===== src/rtl/vga_scanout.sv =====
// vga_scanout: 640x480@60 refresh engine. It generates the display timing,
// addresses the 1 bpp framebuffer one 32-bit word at a time and serializes
// each word MSB-first into 32 pixels on the RGB444 DAC pins.
// Optional build macro SCANOUT_FRAME_PULSE_EN adds a one-clock frame_pulse
// output at the start of vertical blanking.
module vga_scanout #(
  parameter int unsigned CLK_DIV  = 4,
  parameter int unsigned H_ACTIVE = 640,
  parameter int unsigned H_FP     = 16,
  parameter int unsigned H_SYNC   = 96,
  parameter int unsigned H_BP     = 48,
  parameter int unsigned V_ACTIVE = 480,
  parameter int unsigned V_FP     = 10,
  parameter int unsigned V_SYNC   = 2,
  parameter int unsigned V_BP     = 33,
  parameter logic [11:0] FG_COLOR = 12'hFFF,
  parameter logic [11:0] BG_COLOR = 12'h000
) (
  input  logic        clk,
  input  logic        rst,
  output logic [31:0] displayAddr,
  input  logic [31:0] displayData,
  output logic        hsync,
  output logic        vsync,
  output logic        video_on,
  output logic [11:0] rgb
`ifdef SCANOUT_FRAME_PULSE_EN
  ,
  output logic        frame_pulse
`endif
);

  localparam int unsigned H_TOTAL        = H_ACTIVE + H_FP + H_SYNC + H_BP;
  localparam int unsigned V_TOTAL        = V_ACTIVE + V_FP + V_SYNC + V_BP;
  localparam int unsigned WORDS_PER_LINE = H_ACTIVE / 32;
  localparam int unsigned DIV_W          = (CLK_DIV > 1) ? $clog2(CLK_DIV) : 1;
  localparam int unsigned H_W            = $clog2(H_TOTAL);
  localparam int unsigned V_W            = $clog2(V_TOTAL);

  logic [DIV_W-1:0] div;
  logic [H_W-1:0]   h_cnt;
  logic [V_W-1:0]   v_cnt;
  logic [30:0]      shift_reg;

  logic pix_tick_c;
  logic h_last_c;
  logic v_last_c;
  logic active_c;
  logic load_c;
  logic pixel_c;
  logic hsync_c;
  logic vsync_c;

  // Pixel-rate strobe and counter decode
  always_comb begin
    pix_tick_c = (div == DIV_W'(CLK_DIV - 1));
    h_last_c   = (h_cnt == H_W'(H_TOTAL - 1));
    v_last_c   = (v_cnt == V_W'(V_TOTAL - 1));
    active_c   = (h_cnt < H_W'(H_ACTIVE)) && (v_cnt < V_W'(V_ACTIVE));
    load_c     = active_c && (h_cnt[4:0] == 5'd0);
    pixel_c    = load_c ? displayData[31] : shift_reg[30];
    hsync_c    = !((h_cnt >= H_W'(H_ACTIVE + H_FP)) &&
                   (h_cnt <  H_W'(H_ACTIVE + H_FP + H_SYNC)));
    vsync_c    = !((v_cnt >= V_W'(V_ACTIVE + V_FP)) &&
                   (v_cnt <  V_W'(V_ACTIVE + V_FP + V_SYNC)));
  end

  // Word address of the current 32-pixel group; zero while blanking
  always_comb begin
    displayAddr = '0;
    if (active_c) begin
      displayAddr = 32'(v_cnt) * 32'(WORDS_PER_LINE) + 32'(h_cnt >> 5);
    end
  end

  // Clock divider producing one pixel tick every CLK_DIV clocks
  always_ff @(posedge clk) begin
    if (rst) begin
      div <= '0;
    end else if (pix_tick_c) begin
      div <= '0;
    end else begin
      div <= div + DIV_W'(1);
    end
  end

  // Raster position counters
  always_ff @(posedge clk) begin
    if (rst) begin
      h_cnt <= '0;
      v_cnt <= '0;
    end else if (pix_tick_c) begin
      if (h_last_c) begin
        h_cnt <= '0;
        v_cnt <= v_last_c ? '0 : v_cnt + V_W'(1);
      end else begin
        h_cnt <= h_cnt + H_W'(1);
      end
    end
  end

  // Serializer: load remaining 31 bits at a group start, shift otherwise
  always_ff @(posedge clk) begin
    if (rst) begin
      shift_reg <= '0;
    end else if (pix_tick_c && active_c) begin
      shift_reg <= load_c ? displayData[30:0] : {shift_reg[29:0], 1'b0};
    end
  end

  // Output pipeline: one pixel of latency behind the counters
  always_ff @(posedge clk) begin
    if (rst) begin
      hsync    <= 1'b1;
      vsync    <= 1'b1;
      video_on <= 1'b0;
      rgb      <= 12'h000;
    end else if (pix_tick_c) begin
      hsync    <= hsync_c;
      vsync    <= vsync_c;
      video_on <= active_c;
      rgb      <= active_c ? (pixel_c ? FG_COLOR : BG_COLOR) : 12'h000;
    end
  end

`ifdef SCANOUT_FRAME_PULSE_EN
  // One-clock strobe as the raster enters vertical blanking
  always_ff @(posedge clk) begin
    if (rst) begin
      frame_pulse <= 1'b0;
    end else begin
      frame_pulse <= pix_tick_c && h_last_c && (v_cnt == V_W'(V_ACTIVE - 1));
    end
  end
`endif

endmodule

===== config.mk =====
export PLATFORM = sky130hd
export DESIGN_NAME = vga_scanout
export DESIGN_NICKNAME = d
export VERILOG_FILES = /design/src/rtl/vga_scanout.sv
export SDC_FILE = /design/constraint.sdc
export NUM_CORES = 1
export LEC_CHECK = 0
export ABC_AREA = 1
export CAP_MARGIN = 20
export CELL_PAD_IN_SITES_DETAIL_PLACEMENT = 1
export CELL_PAD_IN_SITES_GLOBAL_PLACEMENT = 2
export CORE_UTILIZATION = 31
export DETAILED_ROUTE_END_ITERATION = 10
export PLACE_DENSITY_LB_ADDON = 0.1
export SKIP_LAST_GASP = 1
export SLEW_MARGIN = 20
export SYNTH_ARGS = -nofsm -noshare
export SYNTH_HDL_FRONTEND = slang
export SYNTH_SLANG_ARGS = --single-unit

===== constraint.sdc =====
create_clock -name clk -period 5.5 [get_ports clk]
set_input_delay 1.1 -clock clk [delete_from_list [all_inputs] [get_ports clk]]
set_output_delay 1.1 -clock clk [all_outputs]
set_load 0.005 [all_outputs]

==> impl_metrics.toml <==
# synthesis and place-and-route metrics
[finish]
seq_area_sq_um = 1140
syn2layout_area_growth_pct = 23.7
fillers = 1468
finalNonFillerCells = 700
largest_register_ffs = 31
logic_area_sq_um = 2080
final_nets = 612
num_antenna_cells = 0
drive_gt1_frac = 0.0826

[worst_setup_path]
critPathLaunchType = "flop"
end_kind = "output port"
critical_path_required_ns = 4.40
worstSetupPathType = "reg -> out"
crit_arrival_ns = 3.30
crit_fanout = 6

[sta]
slew_viol_final = 0
fmax_mhz = 227
grt_setup_unrepaired = "no"
tns_ns = 0
hold_viol = 0
setup_viol = 0
tightest_slew_ns = 1.02
setup_slack_ns = 1.10
period_needed_ns = 4.40
max-slew-margin-rel = 0.319
period_used_share = 0.799

[global_route]
grt_pass1_wl_um = 16900
grt_overflow = 0
grt_pass1_vias = 3488
antenna_found_initial = 0
grt_max_degree = 33

[clock_network]
ctsHtreeMaxLevel = 3
ctsHoldBuffers = 0
cts_buffers = 9
cts_resized = 0
cts_tree = "done"
cts.path.max_buffers = 2
cts_setup_buffers = 0
path_clk_slew_ns = 0.05
clockRootBuffer = "clkbuf_16"
cts_num_sinks = 57

[synthesis]
yosysCellCount = 506
netlist_area_sq_um = 3680
synth_seq_share = 0.310
numSynthFlops = 57
top_area_cell = "dfxtp_1"
synth_cell_types = 44
synth-area-yosys_sq_um = 3680
netlist_instances = 506
top_area_frac = 0.310
topCellsByArea = "dfxtp_1 (31%), nand2_1 (11%), ha_1 (8.2%)"
syn_avg_cell_area_sq_um = 7.27
yosys_warnings = 0

[detailed_routing]
ant_nets = 0
via_per_inst = 4.88
drtIter0Drc = 198
first_pass_iters = 7
drc = 17

[place]
port-buffer-count = 63
place.gp.congestion = 0.772
dp_cells = 684
hpwlAfterDp_um = 7340
place_ws_ns = 1.43

[power_and_ir_drop]
internal-power_uw = 863
comb_power_share = 0.101
p_per_area_nw_per_um2 = 246
seqPwrFrac = 0.396
swShare = 0.231
p_total_uw = 1120
p_leak_uw = 0.00201
p_sw_uw = 260

[floorplan]
fp_util = 0.320
pin_count = 81
die_area_sq_um = 12300

[outcome]
violations = "DRC"
status = "finished with violations"

[flow_run]
warnings = 28
drv_cap = 0

[worst_hold_path]
hold_path.class = "reg -> reg"
## cells in the mapped netlist, drive strengths merged
cell and count:
nand2 109, dfxtp 57, inv 55, nor2 48
buf 40, a21oi 30, o22ai 30, ha 24
o21ai 24, a22oi 22, nand3 21, nor3 11
clkbuf 5, nand4 5, nor3b 3, nor4 3
o21a 3, xor2 3, a31oi 2, and3 2
fa 2, or2 2, a41oi 1, clkinv 1
conb 1, o211ai 1, o31ai 1
## cell families (layout without fill, tap and decap cells)
logic type               Yosys count  after routing  synth area share
AND/OR/NAND/NOR                  204            204             0.257
AND-OR/OR-AND                    114            114             0.189
buffers and inverters            101            136             0.143
flip-flops                        57             57             0.310
adder cells (fa/ha/maj)           26             26            0.0925
XOR/XNOR                           3              3           0.00714
other                              1             17           0.00102
## layout by cell type, fill, tap and decap left out, types with 2 or more instances in the layout
cell type,instances
nand2_1,104
clkdlybuf4s50_1,63
dfxtp_1,57
inv_1,49
nor2_1,39
a21oi_1,30
o22ai_1,30
ha_1,24
o21ai_0,22
nand3_1,20
a22oi_1,19
conb_1,17
nor3_1,9
clkbuf_16,9
nor2_2,5
nand4_1,5
inv_2,5
nand2_2,4
nor2_4,4
o21a_1,3
xor2_1,3
a22oi_2,3
clkinv_2,3
a31oi_1,2
nor3b_1,2
nor4_1,2
o21ai_1,2
and3_1,2
fa_1,2
clkbuf_8,2
## per-stage QoR
stage	hold slack [ns]	area [sq um]
after floorplan	0.399	3740
after global placement	0.408	4250
after detailed placement	0.420	4250
after CTS	0.427	4550
after global routing	0.442	4550
final	0.422	4550
## worst max-delay path: stages, from the launching register on
cell and delay, ns:
dfxtp_1 0.44, ha_1 0.27, ha_1 0.22, inv_1 0.07
fa_1 0.42, nor2_1 0.15, nand3_1 0.08, nand2_1 0.10
nand2_1 0.06, nor2_1 0.27, nand3_1 0.12, nor2_1 0.10
nor2_1 0.05, a21oi_1 0.11, clkdlybuf4s50_1 0.51
## power groups by stage
stage          combinational [uW]  sequential [uW]  clock (uW)
4_1_cts                       114              444         581
6_report                      113              444         565
2_1_floorplan                83.6              450           0
3_3_place_gp                  112              452           0
5_1_grt                       126              447         593
3_5_place_dp                  113              453           0
## layout make-up
| class | instances | share of cell area |
|---|---|---|
| timing repair buffer | 64 | 0.140 |
| multi-input combinational | 364 | 0.456 |
| sequential | 57 | 0.251 |
| inverter | 56 | 0.0467 |
| tap | 143 | 0.0393 |
| clock buffer | 11 | 0.0555 |
| clock inverter | 5 | 0.0118 |
## final timing paths
path	from	cells after the start	to	slack, ns
setup / recovery	v_cnt[1]	14	displayAddr[13]	1.10
hold / removal	div[0]	1	div[0]	0.42
setup reg to reg	h_cnt[8]	8	shift_reg[8]	3.00
hold reg to reg	div[0]	1	div[0]	0.42
## per-layer routing
layer  vias to the layer above  track usage  routed length (um)
met5                         -            0                   0
met4                         0       0.0411                  78
met3                         6       0.0344                 331
met2                        58        0.288                4650
met1                      1601        0.221                4890
li1                       1752            -                   -
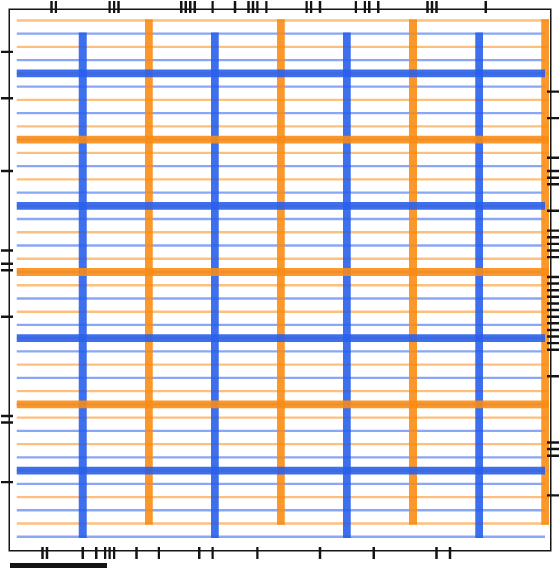
Fig. 1. Supply network.
Scale bar: 20 um. Pins as bars on the die edge.
net	color
VSS	blue
VDD	orange
met5 straps	7
signal pins	81
met1 rails	40
rows	39
core area: 11500 sq um
die height: 111 um
Max VDD drop: 0.000169 V
Die W: 111 um

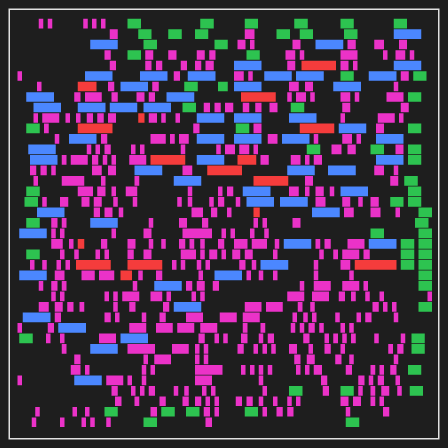
Fig. 2. Cell classes on the final placement.
class	color	cells	share of their area
clock drivers and dummy loads	red	16	7.0%
flip-flops	blue	57	26%
other buffers and delay cells	green	64	15%
all other logic	magenta	420	52%
Final Cell Area: 4550 sq um
row count: 39
utilization after layout: 0.395
flop share of the area: 0.251

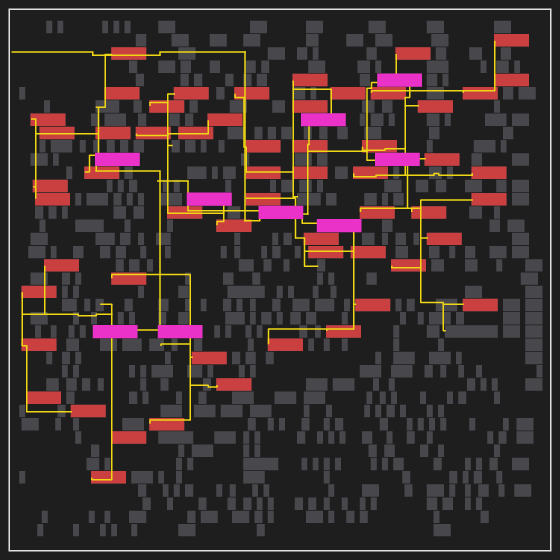
Fig. 3. Routed clock nets over the placement.
[flip-flops] red | count: 57
[clock wires] yellow | length: 884 um
[cells driving clock nets] magenta | count: 9
routed clock nets	10
Clk pwr share: 0.503
Clock Latency Late Sink: 0.32 ns
Clock group: 565 uW
Worst Skew: 0.00558 ns

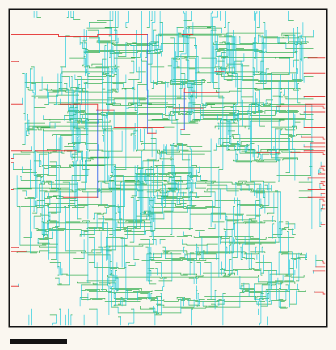
Fig. 4. Wiring by layer.
Scale bar: 20 um.
layer	color	wire length
met4	blue	78.2 um
met3	red	331 um
met1	green	4890 um
met2	cyan	4650 um
via count: 3417
WL final: 9950 um
gr usage total: 0.170
WL/cell: 14.2 um

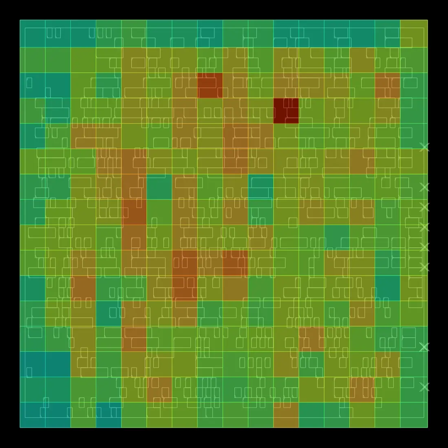
Fig. 5. Congestion heat map.
met2 Use GR: 0.288
met3 usage: 0.0344
met1 Use GR: 0.221
global route hottest layer: met2

Power and IR drop assume default switching activity.
